--- src/rtl/uart_frame_pkg.sv ---
// Shared types and defaults for the UART frame parser.
// Also holds the saturating counter increment used by the parser.
package uart_frame_pkg;

    typedef enum logic [2:0] {
        IDLE,
        CMD,
        LEN,
        PAYLOAD,
        CHK,
        HOLD
    } state_t;

    localparam logic [7:0]  DEFAULT_SOF         = 8'hA5;
    localparam int unsigned DEFAULT_MAX_PAYLOAD = 8;
    localparam int unsigned DEFAULT_LEN_W       = 4;
    localparam int unsigned DEFAULT_TIMEOUT     = 10000;

    // Saturating increment for 8-bit event counters
    function automatic logic [7:0] sat_inc8(input logic [7:0] v);
        return (v == 8'hFF) ? v : v + 8'd1;
    endfunction

endpackage

--- src/rtl/uart_frame_parser_timer.sv ---
// Inter-byte idle timer: counts clocks while enabled and not cleared.
// expire_c is high for the single cycle in which the count sits at TIMEOUT_CYCLES-1.
module byte_timeout_timer #(
    parameter int unsigned TIMEOUT_CYCLES = 10000
) (
    input  logic clk,
    input  logic reset,
    input  logic clear,
    input  logic enable,
    output logic expire_c
);

    localparam int unsigned CNT_W = $clog2(TIMEOUT_CYCLES);
    localparam logic [CNT_W-1:0] LAST = CNT_W'(TIMEOUT_CYCLES - 1);

    logic [CNT_W-1:0] cnt;

    always_ff @(posedge clk) begin
        if (!reset) begin
            cnt <= '0;
        end else if (clear || !enable) begin
            cnt <= '0;
        end else if (cnt != LAST) begin
            cnt <= cnt + CNT_W'(1);
        end
    end

    // A byte arriving on the expiry cycle wins over the timeout
    assign expire_c = enable && !clear && (cnt == LAST);

endmodule

--- src/rtl/uart_frame_parser.sv ---
// Frames the UART byte stream: SOF, CMD, LEN, payload, XOR checksum.
// Verified frames are held on frame_* until acknowledged; faults pulse err_* and are counted.
module uart_frame_parser
    import uart_frame_pkg::*;
#(
    parameter int unsigned MAX_PAYLOAD    = DEFAULT_MAX_PAYLOAD,
    parameter int unsigned LEN_W          = DEFAULT_LEN_W,
    parameter int unsigned TIMEOUT_CYCLES = DEFAULT_TIMEOUT,
    parameter logic [7:0]  SOF_BYTE       = DEFAULT_SOF
) (
    input  logic                     MAX10_CLK1_50,
    input  logic                     reset,
    input  logic [7:0]               rx_data,
    input  logic                     rx_ready,
    output logic                     frame_valid,
    output logic [7:0]               frame_cmd,
    output logic [LEN_W-1:0]         frame_len,
    output logic [8*MAX_PAYLOAD-1:0] frame_payload,
    input  logic                     frame_ack,
    output logic                     err_chk,
    output logic                     err_len,
    output logic                     err_timeout,
    output logic                     err_overrun,
    output logic [7:0]               good_cnt,
    output logic [7:0]               bad_cnt
);

    state_t state, state_d;

    logic [7:0]               cmd_q;
    logic [7:0]               xor_q;
    logic [LEN_W-1:0]         len_q;
    logic [LEN_W-1:0]         idx_q;
    logic [8*MAX_PAYLOAD-1:0] payload_q;

    logic latch_cmd, latch_len, store_byte, accept;
    logic err_chk_d, err_len_d, err_timeout_d, err_overrun_d;
    logic timer_en_c, expire_c;

    assign timer_en_c = (state == CMD) || (state == LEN) || (state == PAYLOAD) || (state == CHK);

    byte_timeout_timer #(
        .TIMEOUT_CYCLES(TIMEOUT_CYCLES)
    ) u_timer (
        .clk      (MAX10_CLK1_50),
        .reset    (reset),
        .clear    (rx_ready),
        .enable   (timer_en_c),
        .expire_c (expire_c)
    );

    always_ff @(posedge MAX10_CLK1_50) begin
        if (!reset) begin
            state <= IDLE;
        end else begin
            state <= state_d;
        end
    end

    // Next-state and datapath strobes
    always_comb begin
        state_d       = state;
        latch_cmd     = 1'b0;
        latch_len     = 1'b0;
        store_byte    = 1'b0;
        accept        = 1'b0;
        err_chk_d     = 1'b0;
        err_len_d     = 1'b0;
        err_timeout_d = 1'b0;
        err_overrun_d = 1'b0;
        case (state)
            IDLE: begin
                if (rx_ready && (rx_data == SOF_BYTE)) begin
                    state_d = CMD;
                end
            end
            CMD: begin
                if (expire_c) begin
                    err_timeout_d = 1'b1;
                    state_d       = IDLE;
                end else if (rx_ready) begin
                    latch_cmd = 1'b1;
                    state_d   = LEN;
                end
            end
            LEN: begin
                if (expire_c) begin
                    err_timeout_d = 1'b1;
                    state_d       = IDLE;
                end else if (rx_ready) begin
                    if (rx_data > 8'(MAX_PAYLOAD)) begin
                        err_len_d = 1'b1;
                        state_d   = IDLE;
                    end else begin
                        latch_len = 1'b1;
                        state_d   = (rx_data == 8'd0) ? CHK : PAYLOAD;
                    end
                end
            end
            PAYLOAD: begin
                if (expire_c) begin
                    err_timeout_d = 1'b1;
                    state_d       = IDLE;
                end else if (rx_ready) begin
                    store_byte = 1'b1;
                    if (idx_q == (len_q - LEN_W'(1))) begin
                        state_d = CHK;
                    end
                end
            end
            CHK: begin
                if (expire_c) begin
                    err_timeout_d = 1'b1;
                    state_d       = IDLE;
                end else if (rx_ready) begin
                    if (rx_data == xor_q) begin
                        accept  = 1'b1;
                        state_d = HOLD;
                    end else begin
                        err_chk_d = 1'b1;
                        state_d   = IDLE;
                    end
                end
            end
            HOLD: begin
                // Bytes are never consumed here, even on the ack cycle
                err_overrun_d = rx_ready;
                if (frame_ack) begin
                    state_d = IDLE;
                end
            end
            default: state_d = IDLE;
        endcase
    end

    always_ff @(posedge MAX10_CLK1_50) begin
        if (!reset) begin
            cmd_q         <= '0;
            xor_q         <= '0;
            len_q         <= '0;
            idx_q         <= '0;
            payload_q     <= '0;
            frame_valid   <= 1'b0;
            frame_cmd     <= '0;
            frame_len     <= '0;
            frame_payload <= '0;
            err_chk       <= 1'b0;
            err_len       <= 1'b0;
            err_timeout   <= 1'b0;
            err_overrun   <= 1'b0;
            good_cnt      <= '0;
            bad_cnt       <= '0;
        end else begin
            frame_valid <= (state_d == HOLD);
            err_chk     <= err_chk_d;
            err_len     <= err_len_d;
            err_timeout <= err_timeout_d;
            err_overrun <= err_overrun_d;

            if (latch_cmd) begin
                cmd_q <= rx_data;
                xor_q <= rx_data;
            end
            if (latch_len) begin
                len_q     <= LEN_W'(rx_data);
                xor_q     <= xor_q ^ rx_data;
                idx_q     <= '0;
                payload_q <= '0;
            end
            if (store_byte) begin
                for (int unsigned i = 0; i < MAX_PAYLOAD; i++) begin
                    if (idx_q == LEN_W'(i)) begin
                        payload_q[8*i +: 8] <= rx_data;
                    end
                end
                xor_q <= xor_q ^ rx_data;
                idx_q <= idx_q + LEN_W'(1);
            end
            if (accept) begin
                frame_cmd     <= cmd_q;
                frame_len     <= len_q;
                frame_payload <= payload_q;
                good_cnt      <= sat_inc8(good_cnt);
            end
            if (err_chk_d || err_len_d || err_timeout_d || err_overrun_d) begin
                bad_cnt <= sat_inc8(bad_cnt);
            end
        end
    end

endmodule

--- config.mk ---
export PLATFORM = sky130hd
export DESIGN_NAME = uart_frame_parser
export DESIGN_NICKNAME = d
export VERILOG_FILES = /design/src/rtl/uart_frame_pkg.sv /design/src/rtl/uart_frame_parser_timer.sv /design/src/rtl/uart_frame_parser.sv
export SDC_FILE = /design/constraint.sdc
export NUM_CORES = 1
export LEC_CHECK = 0
export ABC_AREA = 1
export CAP_MARGIN = 40
export CORE_MARGIN = 2
export CORE_UTILIZATION = 45
export DETAILED_ROUTE_END_ITERATION = 8
export PLACE_DENSITY = 0.67
export SYNTH_ARGS = -nofsm -noshare
export SYNTH_HDL_FRONTEND = slang
export SYNTH_SLANG_ARGS = --single-unit
--- constraint.sdc ---
create_clock -name MAX10_CLK1_50 -period 2.8 [get_ports MAX10_CLK1_50]
set_clock_uncertainty 0.2 [all_clocks]
set_input_delay 0.56 -clock MAX10_CLK1_50 [delete_from_list [all_inputs] [get_ports MAX10_CLK1_50]]
set_output_delay 0.56 -clock MAX10_CLK1_50 [all_outputs]
set_load 0.05 [all_outputs]
==> results.ini, run 1 <==
[drt]
drc=0
wl_per_cell_um=13.4
firstDrtPassIters=4
met1_length_um=9150

[clocking]
postCtsHoldBufs=0
cts_setup_buffers=0

[final_timing]
fmax_ghz=0.392
finalSetupViolCount=0
period_used_share=0.912
tightest_slew_ns=0.598
min_period_ns=2.55

[run_status]
status=finished, final reports clean

[place]
hpwl_um=12900
place_worst_setup_slack_ns=0.123

[yosys]
synthAoiAreaFrac=0.218
synth_top_area_share=0.487
ys.flops=202
flop_cell=dfxtp_1
synth_seq_share=0.487
mux_area_frac=0
ys_warn_count=0
top_area_cell=dfxtp_1
synth_adder_area_share=0.0121
yosys-top-cells-count=202 x dfxtp_1, 198 x nand2_1, 187 x a21oi_1, 145 x o21ai_0, 126 x inv_1

[global_route]
grt_pass1_wl_um=32200
grt_max_degree=143

[die]
taps=229
row_count=49
io_pins=109
die_y_um=140

[cells_and_area]
clock_cell_area_share=0.0694
nNonClkBuffers=134
comb_cells=709
fin_cells=1449
buffer_area_frac=0.129
inverters=135
layout-drive-gt1-share=0.0762

[power_and_ir_drop]
clk-power_mw=2.79
p_int_mw=4.62
swShare=0.209
fin_total_pwr_mw=5.84

[setup_path]
start_kind=flip-flop
crit_path_start=good_cnt[5]
crit_chain=clkdlybuf4s50_1

[job]
max_cap_violations=0

[worst_hold_path]
hp-start=reset

run 1: layer usage:
layer  GRT usage  up-vias
met2       0.320      139
met4      0.0547        0
met1       0.266     3205
met3      0.0317       24
li1            -     3811
met5           0        -
run 1: how the worst max path moves through the flow:
stage                              endpoint  slack [ns]
final                           good_cnt[5]        0.25
after global routing             bad_cnt[0]        0.21
after CTS                       good_cnt[5]        0.24
after detailed placement   frame_payload[3]        0.12
after global placement    frame_payload[54]        0.20
after floorplan                  bad_cnt[2]        0.64
run 1: sequential cells by signal, indices dropped and copies added (netlist names):
name           cells
cmd_q              8
frame_payload     64
err_len            1
frame_len          4
state              3
bad_cnt            8
frame_cmd          8
err_chk            1
u_timer.cnt       14
err_overrun        1
payload_q         64
frame_valid        1
good_cnt           8
len_q              4
err_timeout        1
xor_q              8
idx_q              4
Run 1, placement by cell class:
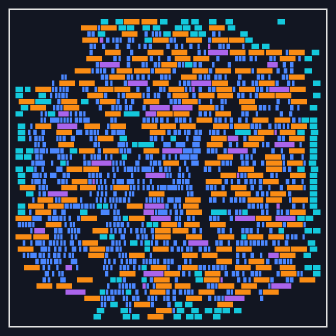
legend:
  remaining logic cells:
    color: blue
    cells: 844
  registers:
    color: orange
    cells: 202
  clock drivers and dummy loads:
    color: purple
    cells: 40
  remaining buffers and delay cells:
    color: cyan
    cells: 134

Run 1, wire density map:
The die is cut into 28 by 28 equal tiles; dark blue is low, red is high, scaled to the fullest tile. Values are wire area over tile area, all layers added.
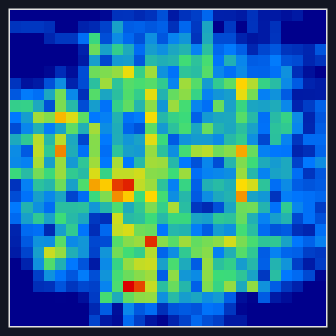
tiles over half the peak: 19%
mean over tiles: 0.16
fullest tile: 0.52
nearly empty tiles: 12%

Run 1, metal 4:
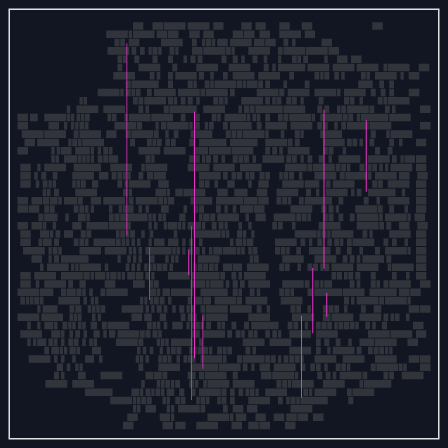
main direction: vertical
nets with wire on the layer: 7
vias: 7179
total wire length: 19400 um

Run 1, clock wiring as the flow saved it:
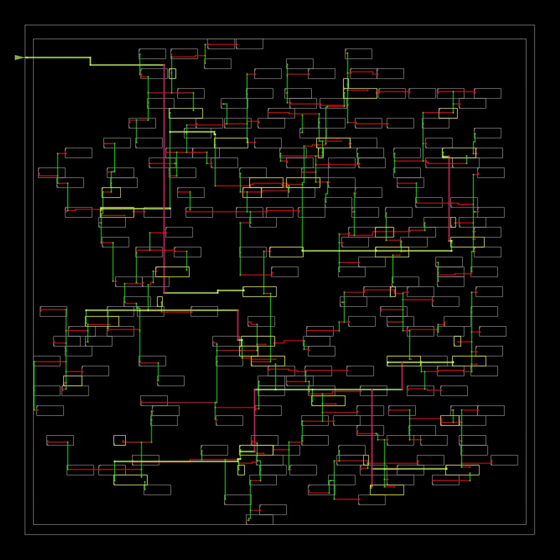
clk sinks: 202
Latency at later pin: 0.49 ns
Flops: 202
TritonCTS Buffers: 22

==> inputs of run 2 (changes only) <==
Settings changed: CTS_BUF_LIST from default to sky130_fd_sc_hd__clkbuf_2, SKIP_LAST_GASP from default to 1.
Run 2, placement by cell class:
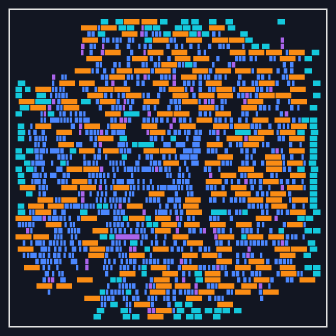
legend:
  remaining buffers and delay cells:
    color: cyan
    cells: 135
  remaining logic cells:
    color: blue
    cells: 844
  clock drivers and dummy loads:
    color: purple
    cells: 78
  registers:
    color: orange
    cells: 202
post-layout utilization of the core: 0.557
final instance area: 0.0100 mm^2
number of placement rows: 49
core footprint: 0.0180 mm^2

Run 2, wire density map:
The die is cut into 28 by 28 equal tiles; dark blue is low, red is high, scaled to the fullest tile. Values are wire area over tile area, all layers added.
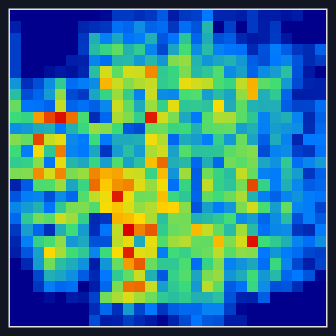
emptiest ninth of the die: top left
mean over tiles: 0.16
fullest tile: 0.46
total wire length: 19600 um
routed len/inst: 13.2 um
Overall Global Routing Usage: 0.197
vias: 7338

==> results.ini, run 2 <==
[global_route]
grt-busiest-layer=met2
use_met2=0.316  ; -0.00411
grtUsageMet3=0.0471  ; +0.0155
grt_overflow=0
grt_max_degree=143  ; unchanged
grt_pass1_wl_um=32200  ; about the same
use_met1=0.258  ; -0.00724

[power_and_ir_drop]
clkPwrFrac=0.375
clk-power_mw=1.83  ; -34%
p_int_mw=3.64  ; -21%
fin_total_pwr_mw=4.88  ; -17%
p_seq_frac=0.588
swShare=0.254  ; +0.0453

[job]
max_cap_violations=0  ; unchanged
openroad.warnings=31

[clocking]
clock-sinks=202  ; unchanged
numCtsBuffers=51  ; +130%
cts_setup_buffers=0  ; unchanged
postCtsHoldBufs=1  ; +1
clk_latency_ns=0.77  ; +0.28 ns
clockRootBuffer=clkbuf_2
cts_tree=done

[worst_hold_path]
hp-start=frame_cmd[5]
worstHoldPathCells=2

[final_timing]
hold_violations=0
period_used_share=0.966  ; +0.0535
fmax_ghz=0.370  ; -5.5%
finalSetupViolCount=0  ; unchanged
min_period_ns=2.70  ; +0.150 ns
tightest_slew_ns=0.593  ; -0.00413 ns

[yosys]
synth_top_area_share=0.487  ; unchanged
ys_warn_count=0  ; unchanged
synthAoiAreaFrac=0.218  ; unchanged
mux_area_frac=0  ; unchanged
synth_seq_share=0.487  ; unchanged
yosys-top-cells-count=202 x dfxtp_1, 198 x nand2_1, 187 x a21oi_1, 145 x o21ai_0, 126 x inv_1
ys_cells=1111
synth.avg_cell_area_um2=7.47
synth_adder_area_share=0.0121  ; unchanged
synth_cell_types=34
synth-xor-area-share=0.0148
flop_cell=dfxtp_1
top_area_cell=dfxtp_1
top_cell=dfxtp_1
ys.flops=202  ; unchanged
topCellsByArea=dfxtp_1 49%, a21oi_1 11%, nand2_1 9.0%

[die]
io_pins=109  ; unchanged
die_y_um=140  ; unchanged
die_w_um=140
fp_util=0.461

[run_status]
status=finished, final reports clean

[setup_path]
slowest_stage=clkdlybuf4s50_1
cp.depth=1
start_kind=flip-flop
crit_family=buffers and inverters
worstSetupEndpoint=bad_cnt[6]
crit_path_start=bad_cnt[6]
crit_chain=clkdlybuf4s50_1
end_kind=primary output

[place]
hpwl_um=12900  ; unchanged
dp.cells=1409
place_worst_setup_slack_ns=0.123  ; unchanged
place_area_mm2=0.00963

[drt]
drc=0  ; unchanged
met1_length_um=9160  ; +0.15%
firstDrtPassIters=6  ; +2
routed-wl-met3_um=1040

[cells_and_area]
reg_top3=frame_payload: 64 flops, payload_q: 64 flops, u_timer.cnt: 14 flops
layout-drive-gt1-share=0.102  ; +0.0254
fin_cells=1489  ; +2.8%

[run 2: cell count changes in the layout (fill, tap and decap cells not counted)]
cell / before / now
bufinv_16: 0 / 1
clkbuf_1: 6 / 0
clkbuf_16: 23 / 0
clkbuf_2: 0 / 64
clkbuf_8: 7 / 0
clkdlybuf4s50_1: 107 / 88
clkinv_1: 1 / 10
clkinv_4: 1 / 0
diode_2: 0 / 1
dlygate4sd2_1: 0 / 13
dlygate4sd3_1: 0 / 1
dlymetal6s2s_1: 0 / 6
inv_2: 8 / 9
[run 2: final cells by class]
cell class | count | area share
Tap cell | 229 | 0.0285
Clock buffer | 64 | 0.0319
Sequential cell | 202 | 0.403
Inverter | 135 | 0.0505
Clock inverter | 14 | 0.00823
Multi-Input combinational cell | 709 | 0.344
Antenna cell | 1 | 0.000249
Timing Repair Buffer | 135 | 0.134
==> inputs of run 3 (changes only) <==
Settings changed: ABC_CLOCK_PERIOD_IN_PS from default to 2800, CTS_CLUSTER_SIZE from default to 28, SLEW_MARGIN from default to 25.
Run 3, metal 4:
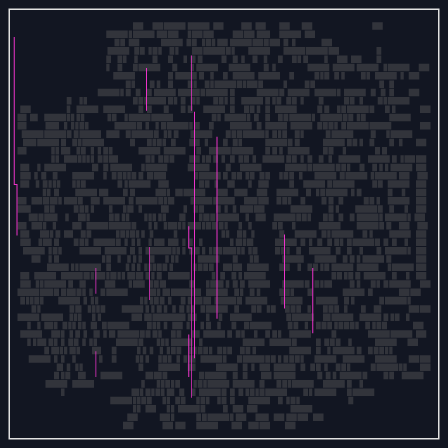
share of all routed wire: 2.0%
longest straight run: 80.2 um
main direction: vertical

Run 3, placement by cell class:
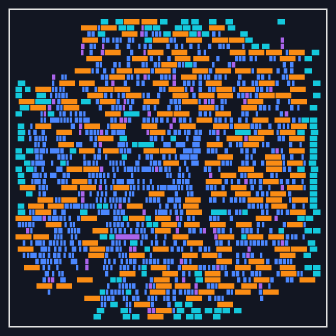
legend:
  remaining logic cells:
    color: blue
    cells: 844
  clock drivers and dummy loads:
    color: purple
    cells: 78
  remaining buffers and delay cells:
    color: cyan
    cells: 135
  registers:
    color: orange
    cells: 202

==> results.ini, run 3 <==
[yosys]
top_cell=dfxtp_1
flop_cell=dfxtp_1
top_area_cell=dfxtp_1
synth_top_area_share=0.487  ; unchanged
ys_cells=1111  ; unchanged
ys_warn_count=0  ; unchanged
synth_seq_share=0.487  ; unchanged
synthAoiAreaFrac=0.218  ; unchanged
synth.avg_cell_area_um2=7.47  ; unchanged
synth_cell_types=34  ; unchanged
synth_adder_area_share=0.0121  ; unchanged
topCellsByArea=dfxtp_1 49%, a21oi_1 11%, nand2_1 9.0%
yosys-top-cells-count=202 x dfxtp_1, 198 x nand2_1, 187 x a21oi_1, 145 x o21ai_0, 126 x inv_1
mux_area_frac=0  ; unchanged
ys.flops=202  ; unchanged

[clocking]
numCtsBuffers=51  ; unchanged
clk_latency_ns=0.77  ; about the same
clock-sinks=202  ; unchanged
cts_tree=done
clockRootBuffer=clkbuf_2
postCtsHoldBufs=1  ; unchanged
cts_setup_buffers=0  ; unchanged

[place]
hpwl_um=12900  ; unchanged
place_area_mm2=0.00963  ; unchanged

[cells_and_area]
clock_cell_area_share=0.0401  ; unchanged
inverters=135  ; unchanged
buffer_area_frac=0.134  ; unchanged
fin_area_mm2=0.0100  ; unchanged
comb_cells=709  ; unchanged
seq-cell-share=0.403  ; unchanged
post-route-util=0.557  ; unchanged
ff_count=202  ; unchanged
fin_cells=1489  ; unchanged
reg_top3=frame_payload: 64 flops, payload_q: 64 flops, u_timer.cnt: 14 flops
nNonClkBuffers=135  ; unchanged
largest_cell_class=sequential cells
diodes=1  ; unchanged
n_clock_buffer=64  ; unchanged

[drt]
drc=0  ; unchanged
drt_wl_total_um=19600  ; unchanged
vias=7338  ; unchanged
firstDrtPassIters=6  ; unchanged

[run_status]
status=finished, final reports clean

[setup_path]
crit_chain=clkdlybuf4s50_1
cp.depth=1  ; unchanged
start_kind=flip-flop
slowest_stage=clkdlybuf4s50_1
crit_family=buffers and inverters

[final_timing]
min_period_ns=2.70  ; unchanged
fmax_ghz=0.370  ; unchanged

[global_route]
grt_pass1_wl_um=32200  ; unchanged
grt-busiest-layer=met2
grt_overflow=0  ; unchanged
grt_max_degree=143  ; unchanged

[job]
openroad.warnings=31  ; unchanged
max_cap_violations=0  ; unchanged

[die]
core_area_mm2=0.0180  ; unchanged
die_w_um=140  ; unchanged
row_count=49  ; unchanged
die_y_um=140  ; unchanged
io_pins=109  ; unchanged

[power_and_ir_drop]
fin_total_pwr_mw=4.88  ; unchanged

[worst_hold_path]
worstHoldPathCells=2  ; unchanged

-- run 3: worst paths after layout --
path	slack (ns)	start	end
setup / recovery	0.1	bad_cnt[6]	bad_cnt[6]
hold / removal	0.25	frame_cmd[5]	frame_cmd[5]
setup reg to reg	0.75	bad_cnt[0]	bad_cnt[4]
hold reg to reg	0.25	frame_cmd[5]	frame_cmd[5]
-- run 3: power breakdown --
group	internal (mW)	leakage, nW	total, mW	switching (mW)
combinational	0.0593	1.92	0.180	0.120
sequential	2.87	1.63	2.87	0.000120
clock	0.708	0.310	1.83	1.12
total	3.64	3.85	4.88	1.24
-- run 3: layer usage --
metal / part of all wire / wire length [um]
met4: 0.020 / 384
met3: 0.053 / 1040
met5: 0 / 0
met1: 0.47 / 9160
met2: 0.46 / 9000
No activity file was given, so power comes from the tool's default toggle rates.
